Run 1, close-up of the layout:
Window x 16 to 56, y 16 to 56 um. Cells in gray, sequential cells in the stronger gray; small squares are vias.
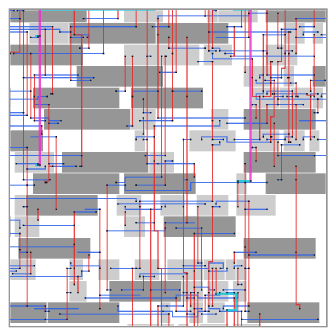
Run 1, metal 3:
Cells faint in the background.
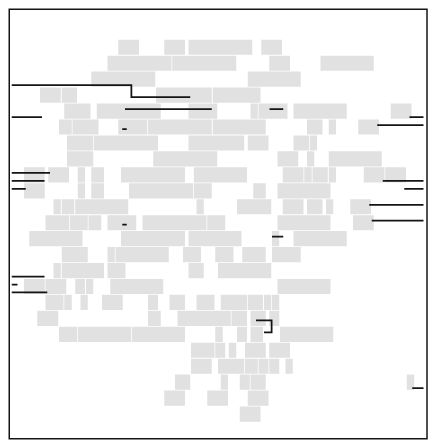
Run 1, clock routing:
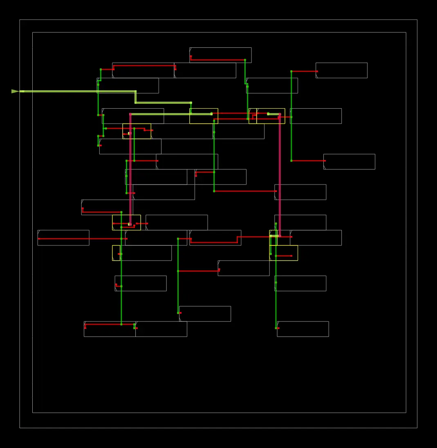
**config.mk**
```make
export PLATFORM = sky130hd
export DESIGN_NAME = onehot_pulse_dispatcher
export DESIGN_NICKNAME = d
export VERILOG_FILES = /design/src/rtl/onehot_pulse_dispatcher.sv
export SDC_FILE = /design/constraint.sdc
export NUM_CORES = 1
export LEC_CHECK = 0
export CAP_MARGIN = 20
export CELL_PAD_IN_SITES_DETAIL_PLACEMENT = 0
export CELL_PAD_IN_SITES_GLOBAL_PLACEMENT = 2
export CORE_AREA = 2 2 69 71
export CTS_CLUSTER_SIZE = 8
export DETAILED_ROUTE_END_ITERATION = 8
export DIE_AREA = 0 0 71 73
export MAX_ROUTING_LAYER = met4
export PLACE_DENSITY = 0.8
export SYNTH_ARGS = -nofsm -noshare
export SYNTH_HDL_FRONTEND = slang
export SYNTH_SLANG_ARGS = --single-unit
```
**constraint.sdc**
```tcl
create_clock -name clk -period 2.8 [get_ports clk]
set_input_delay 0.56 -clock clk [delete_from_list [all_inputs] [get_ports clk]]
set_output_delay 0.56 -clock clk [all_outputs]
set_load 0.02 [all_outputs]
```
**src/rtl/onehot_pulse_dispatcher.sv**
```systemverilog
// Index FIFO feeding a pulse FSM that drives one output line high for max(hold_cycles,1) cycles.
// Optional ONEHOT_GAP_EN inserts one all-zero cycle between consecutive pulses.
module onehot_pulse_dispatcher #(
  parameter int IDX_W      = 3,
  parameter int FIFO_DEPTH = 4,
  parameter int HOLD_W     = 4
) (
  input  logic                            clk,
  input  logic                            rst_n,
  input  logic                            in_valid,
  input  logic [IDX_W-1:0]                in_idx,
  output logic                            in_ready,
  input  logic [HOLD_W-1:0]               hold_cycles,
  output logic [(2**IDX_W)-1:0]           out_oh,
  output logic                            busy,
  output logic [$clog2(FIFO_DEPTH):0]     level,
  output logic [1:0]                      dbg_state
);
  localparam int N_OUT = 2**IDX_W;
  localparam int PTR_W = $clog2(FIFO_DEPTH);
  localparam int LVL_W = PTR_W + 1;

  // Handshake: an index is taken on a rising edge where in_valid && in_ready;
  // in_ready is derived only from registered occupancy, never from in_valid.
`ifdef ONEHOT_GAP_EN
  typedef enum logic [1:0] {S_IDLE = 2'd0, S_DRIVE = 2'd1, S_GAP = 2'd2} state_t;
`else
  typedef enum logic [1:0] {S_IDLE = 2'd0, S_DRIVE = 2'd1} state_t;
`endif

  state_t              state_q, state_d;
  logic [HOLD_W-1:0]   cnt_q, cnt_d;
  logic [N_OUT-1:0]    oh_q, oh_d;
  logic [IDX_W-1:0]    mem_q [FIFO_DEPTH];
  logic [PTR_W-1:0]    wr_ptr_q, rd_ptr_q;
  logic [LVL_W-1:0]    level_q;
  logic                full, empty, push, pop, want_load;

  assign full     = (level_q == LVL_W'(FIFO_DEPTH));
  assign empty    = (level_q == '0);
  assign push     = in_valid && !full;
  assign in_ready = !full;

  always_comb begin
    state_d   = state_q;
    cnt_d     = cnt_q;
    oh_d      = oh_q;
    pop       = 1'b0;
    want_load = 1'b0;
    case (state_q)
      S_IDLE:  want_load = 1'b1;
`ifdef ONEHOT_GAP_EN
      S_GAP:   want_load = 1'b1;
`endif
      S_DRIVE: begin
        if (cnt_q == HOLD_W'(1)) begin
`ifdef ONEHOT_GAP_EN
          state_d = S_GAP;
          oh_d    = '0;
`else
          want_load = 1'b1;
`endif
        end else begin
          cnt_d = cnt_q - HOLD_W'(1);
        end
      end
      default: begin
        state_d = S_IDLE;
        oh_d    = '0;
      end
    endcase
    // Loading a new pulse is the only way the FIFO is popped.
    if (want_load) begin
      if (!empty) begin
        pop               = 1'b1;
        state_d           = S_DRIVE;
        oh_d              = '0;
        oh_d[mem_q[rd_ptr_q]] = 1'b1;
        cnt_d             = (hold_cycles == '0) ? HOLD_W'(1) : hold_cycles;
      end else begin
        state_d = S_IDLE;
        oh_d    = '0;
      end
    end
  end

  always_ff @(posedge clk or negedge rst_n) begin
    if (!rst_n) begin
      state_q  <= S_IDLE;
      cnt_q    <= '0;
      oh_q     <= '0;
      wr_ptr_q <= '0;
      rd_ptr_q <= '0;
      level_q  <= '0;
    end else begin
      state_q <= state_d;
      cnt_q   <= cnt_d;
      oh_q    <= oh_d;
      if (push) wr_ptr_q <= wr_ptr_q + PTR_W'(1);
      if (pop)  rd_ptr_q <= rd_ptr_q + PTR_W'(1);
      case ({push, pop})
        2'b10:   level_q <= level_q + LVL_W'(1);
        2'b01:   level_q <= level_q - LVL_W'(1);
        default: level_q <= level_q;
      endcase
    end
  end

  always_ff @(posedge clk) begin
    if (push) mem_q[wr_ptr_q] <= in_idx;
  end

  assign out_oh    = oh_q;
  assign level     = level_q;
  assign busy      = (state_q != S_IDLE) || !empty;
  assign dbg_state = state_q;
endmodule

```
==> results.txt, run 1 <==
fresh numbers from the pnr run: FF-to-FF Start=cnt_q[1], first-pass GRT wire length=4464 um, Non-clk bufs=26, worst vdd ir=0.0004411 V, slowest cell on the critical path=clkdlybuf4s50_1, Reg2Reg Setup Slack=0.47 ns, yosys synthesis chip area=0.001516 mm^2, via count=957, # Max-Cap Violations=0, EDFF count, synth=12, # diodes=0, Final Cycle Share=85.79%, logic area=573.1 um^2, Pwr Density=1022 mW/mm^2, Ys Warns=0, CTS Root Cell=clkbuf_8, achievable clock frequency=416.3 MHz, register area=860.8 um^2, Worst-path clk slew=0.07 ns, top cell type's share of synthesized area=33.00%, min-delay src=out_oh[7], highest-power group=combinational logic, logic share of the area=30.55%, Overall Global Routing Usage=11.55%, cell taking the most area after synthesis=dfrtp_1, layout cells sized above 1=11.89%, Hold Fails Final Rpt=0, most frequent cell after synthesis=dfrtp_1, largest net degree at the start of global routing=21, Seq group=0.787 mW, Critical Path Fanout Max=6, vias in the first global route=988, Hold Path Stages=2, grt ovf=0, Die Span X=71 um, top cells by count=dfrtp_1, edfxtp_1, inv_1, nand2_1, ha_1, # DRC=0, WS Path Type=register to output pin, outcome=complete, no violations, cell class ranked first by area=flip-flops and latches, FF+latch count, synth=32, vias per cell=4.858, most frequent logic cell in the layout=clkdlybuf4s50_1, Internal=1.214 mW, Max Slew Vio Count=0, Final setup viols=0, Die Span Y=73 um, setup repair after global routing missed its margin=false, slowest stage delay, CP=0.53 ns, CTS H-tree depth=2, post-route setup TNS=0 ns, Seq pwr share=41.1%, crit start category=register, post-route minimum period=2.402 ns, Top FF cell, synth=dfrtp_1, post-CTS setup buffer count=0, Worst EP required=2.24 ns, FF-to-FF path depth=10, Syn Nets=131, worst path cell trace=nor3_1 -> buf_4 -> or2b_1 -> clkdlybuf4s50_1, Hold Crit Class=register to register, Worst Setup End Kind=output pin, # clock sinks=32, Die ar.=0.005183 mm^2
-- 'close-up of the layout' (at the start) --
| layer | color |
|---|---|
| met2 | red |
| met4 | magenta |
| met3 | cyan |
| met1 | blue |
most frequent: dfrtp_1 (15), edfxtp_1 (8), nand2_1 (7)
cells with their middle in the window: 71
netlist names of flops here include: `mem_q` (8), `out_oh` (5), `cnt_q` (4)
sequential cells in the window: 23

-- 'metal 3' (at the start) --
wire length on this layer: 125 um
main direction: horizontal

-- 'clock routing' (at the start) --
clkbuf count: 7
Late-Pin Clk Latency: 0.28 ns

-- run 1: metal layers --
layer,wire length [um],part of all wire (%),vias to the layer above,global-route usage (%)
li1,-,-,464,-
met1,1147,43,466,12.95
met2,1332,50,22,19.42
met3,125,4.7,5,3.591
met4,41,1.6,0,4.403
met5,0,0,-,-
-- run 1: critical path: cells and delay by family (launching register included) --
| kind | cells | cell delay, ns |
|---|---|---|
| buffers and inverters | 2 | 0.71 |
| AND/OR/NAND/NOR | 2 | 0.42 |
| flip-flops | 1 | 0.43 |
-- run 1: kinds of logic (layout without fill, tap and decap cells) --
kind of cell	Yosys count	after routing	synth area share, %
flip-flops	32	32	56.77
AND/OR/NAND/NOR	28	28	11.06
AND-OR/OR-AND	16	16	8.168
buffers and inverters	15	45	5.446
adder cells (fa/ha/maj)	8	8	7.095
multiplexers	7	7	7.756
XOR/XNOR	6	6	3.466
other	1	1	0.2473
-- run 1: flip-flops by register name, indices dropped and copies added, names as in the netlist --
register / cells
wr_ptr_q: 2
mem_q: 12
cnt_q: 4
level: 3
rd_ptr_q: 2
out_oh: 8
dbg_state: 1
-- run 1: per-stage QoR --
step	instances	util (%)	cell area [um^2]	worst slack, ns	power (mW)
floorplan	113	-	1516	0.4735	1.342
global placement	189	39.59	1795	0.4812	1.574
detailed placement	189	39.59	1795	0.4056	1.611
CTS	197	41.35	1876	0.3692	1.945
global route	197	41.35	1876	0.3257	2.057
finish	197	41.35	1876	0.3979	1.918
-- run 1: worst max-delay path by stage --
stage | from | end | slack (ns) | cells past startpoint
floorplan | cnt_q[1] | level[2] | 0.47 | 10
global placement | in_valid | level[2] | 0.48 | 9
detailed placement | in_valid | level[2] | 0.41 | 9
CTS | level[0] | busy | 0.37 | 4
global route | level[0] | busy | 0.33 | 4
finish | level[0] | busy | 0.40 | 4
## Run 2: what changed since run 1
--- a/config.mk
+++ b/config.mk
@@ -14,6 +14,7 @@
 export DIE_AREA = 0 0 71 73
 export MAX_ROUTING_LAYER = met4
 export PLACE_DENSITY = 0.8
+export SKIP_LAST_GASP = 1
 export SYNTH_ARGS = -nofsm -noshare
 export SYNTH_HDL_FRONTEND = slang
 export SYNTH_SLANG_ARGS = --single-unit
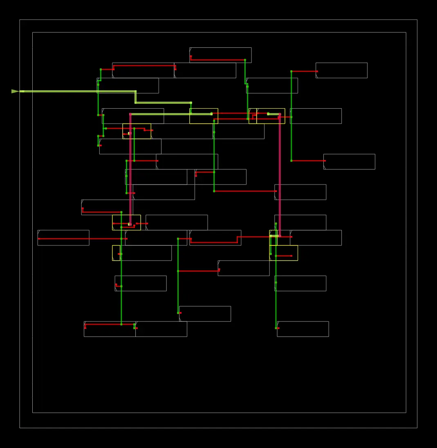
Run 2: clock routing
P_clk: 0.328 mW
Fin Clk Skew: 0.005702 ns

==> run 2 against run 1 <==
Compared with the run above: die area is the same; worst hold slack did not move; global-route usage unchanged; first-iteration DRC count is the same; cell count is the same; clock power hardly changed; largest power group unchanged.
==> results.txt, run 2 <==
fresh numbers from the pnr run: Hold Crit Class=register to register, number of flip-flops in the largest register=12, wire length on met2=1332 um, Final Power=1.918 mW, Die Span X=71 um, Syn Nets=131, via count=957, Die Span Y=73 um, # Max-Cap Violations=0, worst vdd ir=0.0004411 V, outcome=complete, no violations, M1 WL=1147 um, achievable clock frequency=416.3 MHz, post-route setup TNS=0 ns, Top FF cell, synth=dfrtp_1, layout cells sized above 1=11.89%, Worst Setup End Kind=output pin, Ys Warns=0, grt ovf=0, Final Cycle Share=85.79%, cell taking the most area after synthesis=dfrtp_1, # clock sinks=32, Cell Count, Final, Fillers Out=197, Critical Path Fanout Max=6, slowest stage delay, CP=0.53 ns, setup ws final=0.3979 ns, top cell type's share of synthesized area=33.00%, vias per cell=4.858, EDFF count, synth=12, Max Slew Vio Count=0, post-route minimum period=2.402 ns, Seq pwr share=41.1%, vias in the first global route=988, Worst-path clk slew=0.07 ns, CP top delay family=buffers and inverters, Internal=1.214 mW, Util after Layout=41.35%, first-pass GRT wire length=4464 um, routed wl met3=125 um, # diodes=0, CTS H-tree depth=2, WS Path Type=register to output pin
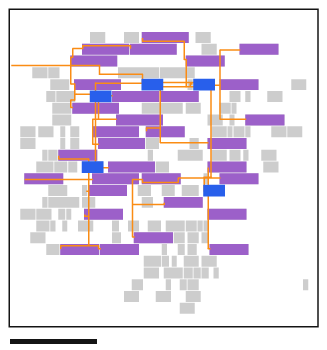
Run 2: clock wires, drivers and flops
Bar = 20 um.
[flip-flops] purple | count: 32
[cells driving clock nets] blue | count: 5
[clock wires] orange | length: 387 um
routed clock nets: 6

[run 2: cell counts after synthesis]
Identical to the previous run, type by type.
[run 2: power by group through the flow]
stage	logic (mW)	clock network, mW	registers (mW)
final	0.802	0.328	0.787
after global routing	0.887	0.359	0.811
after CTS	0.815	0.339	0.791
after detailed placement	0.815	0	0.797
after global placement	0.787	0	0.787
after floorplan	0.513	0	0.829
[run 2: area by class of cell]
class	instances	area, um^2
clock buffer	7	76.32
clock inverter	1	3.754
fill	428	2660
inverter	11	41.29
multi-input combinational	66	573.1
sequential	32	860.8
tap	54	67.56
timing repair buffer	26	252.7
[run 2: final timing paths]
| path | depth (start not counted) | to | slack [ns] | startpoint |
|---|---|---|---|---|
| max reg2reg | 10 | level[2] | 0.47 | cnt_q[1] |
| min | 2 | out_oh[7] | 0.48 | out_oh[7] |
| max in group asynchronous | 2 | cnt_q[3] | 1.96 | rst_n |
| min in group asynchronous | 2 | wr_ptr_q[1] | 0.62 | rst_n |
| max | 4 | busy | 0.40 | level[0] |
| min reg2reg | 2 | out_oh[7] | 0.48 | out_oh[7] |
[run 2: cell families (layout without fill, tap and decap cells)]
logic type	Yosys count	count (layout)	share of synthesized area (%)
muxes	7	7	7.756
AOI/OAI and AO/OA	16	16	8.168
and+or+nand+nor	28	28	11.06
DFF	32	32	56.77
xor gates and xnor gates	6	6	3.466
adders and majority gates	8	8	7.095
buffers and inverters	15	45	5.446
other	1	1	0.2473
[run 2: worst min-delay path, cell delays in order, from the launching register on]
cell and delay [ns]:
dfrtp_1 0.34, nand2_1 0.05, o31ai_1 0.05
[run 2: layer usage]
| layer | vias to the layer above | GRT usage (%) |
|---|---|---|
| met1 | 466 | 12.95 |
| li1 | 464 | - |
| met5 | - | - |
| met2 | 22 | 19.42 |
| met3 | 5 | 3.591 |
| met4 | 0 | 4.403 |
Power is estimated from default activity; no workload was simulated.
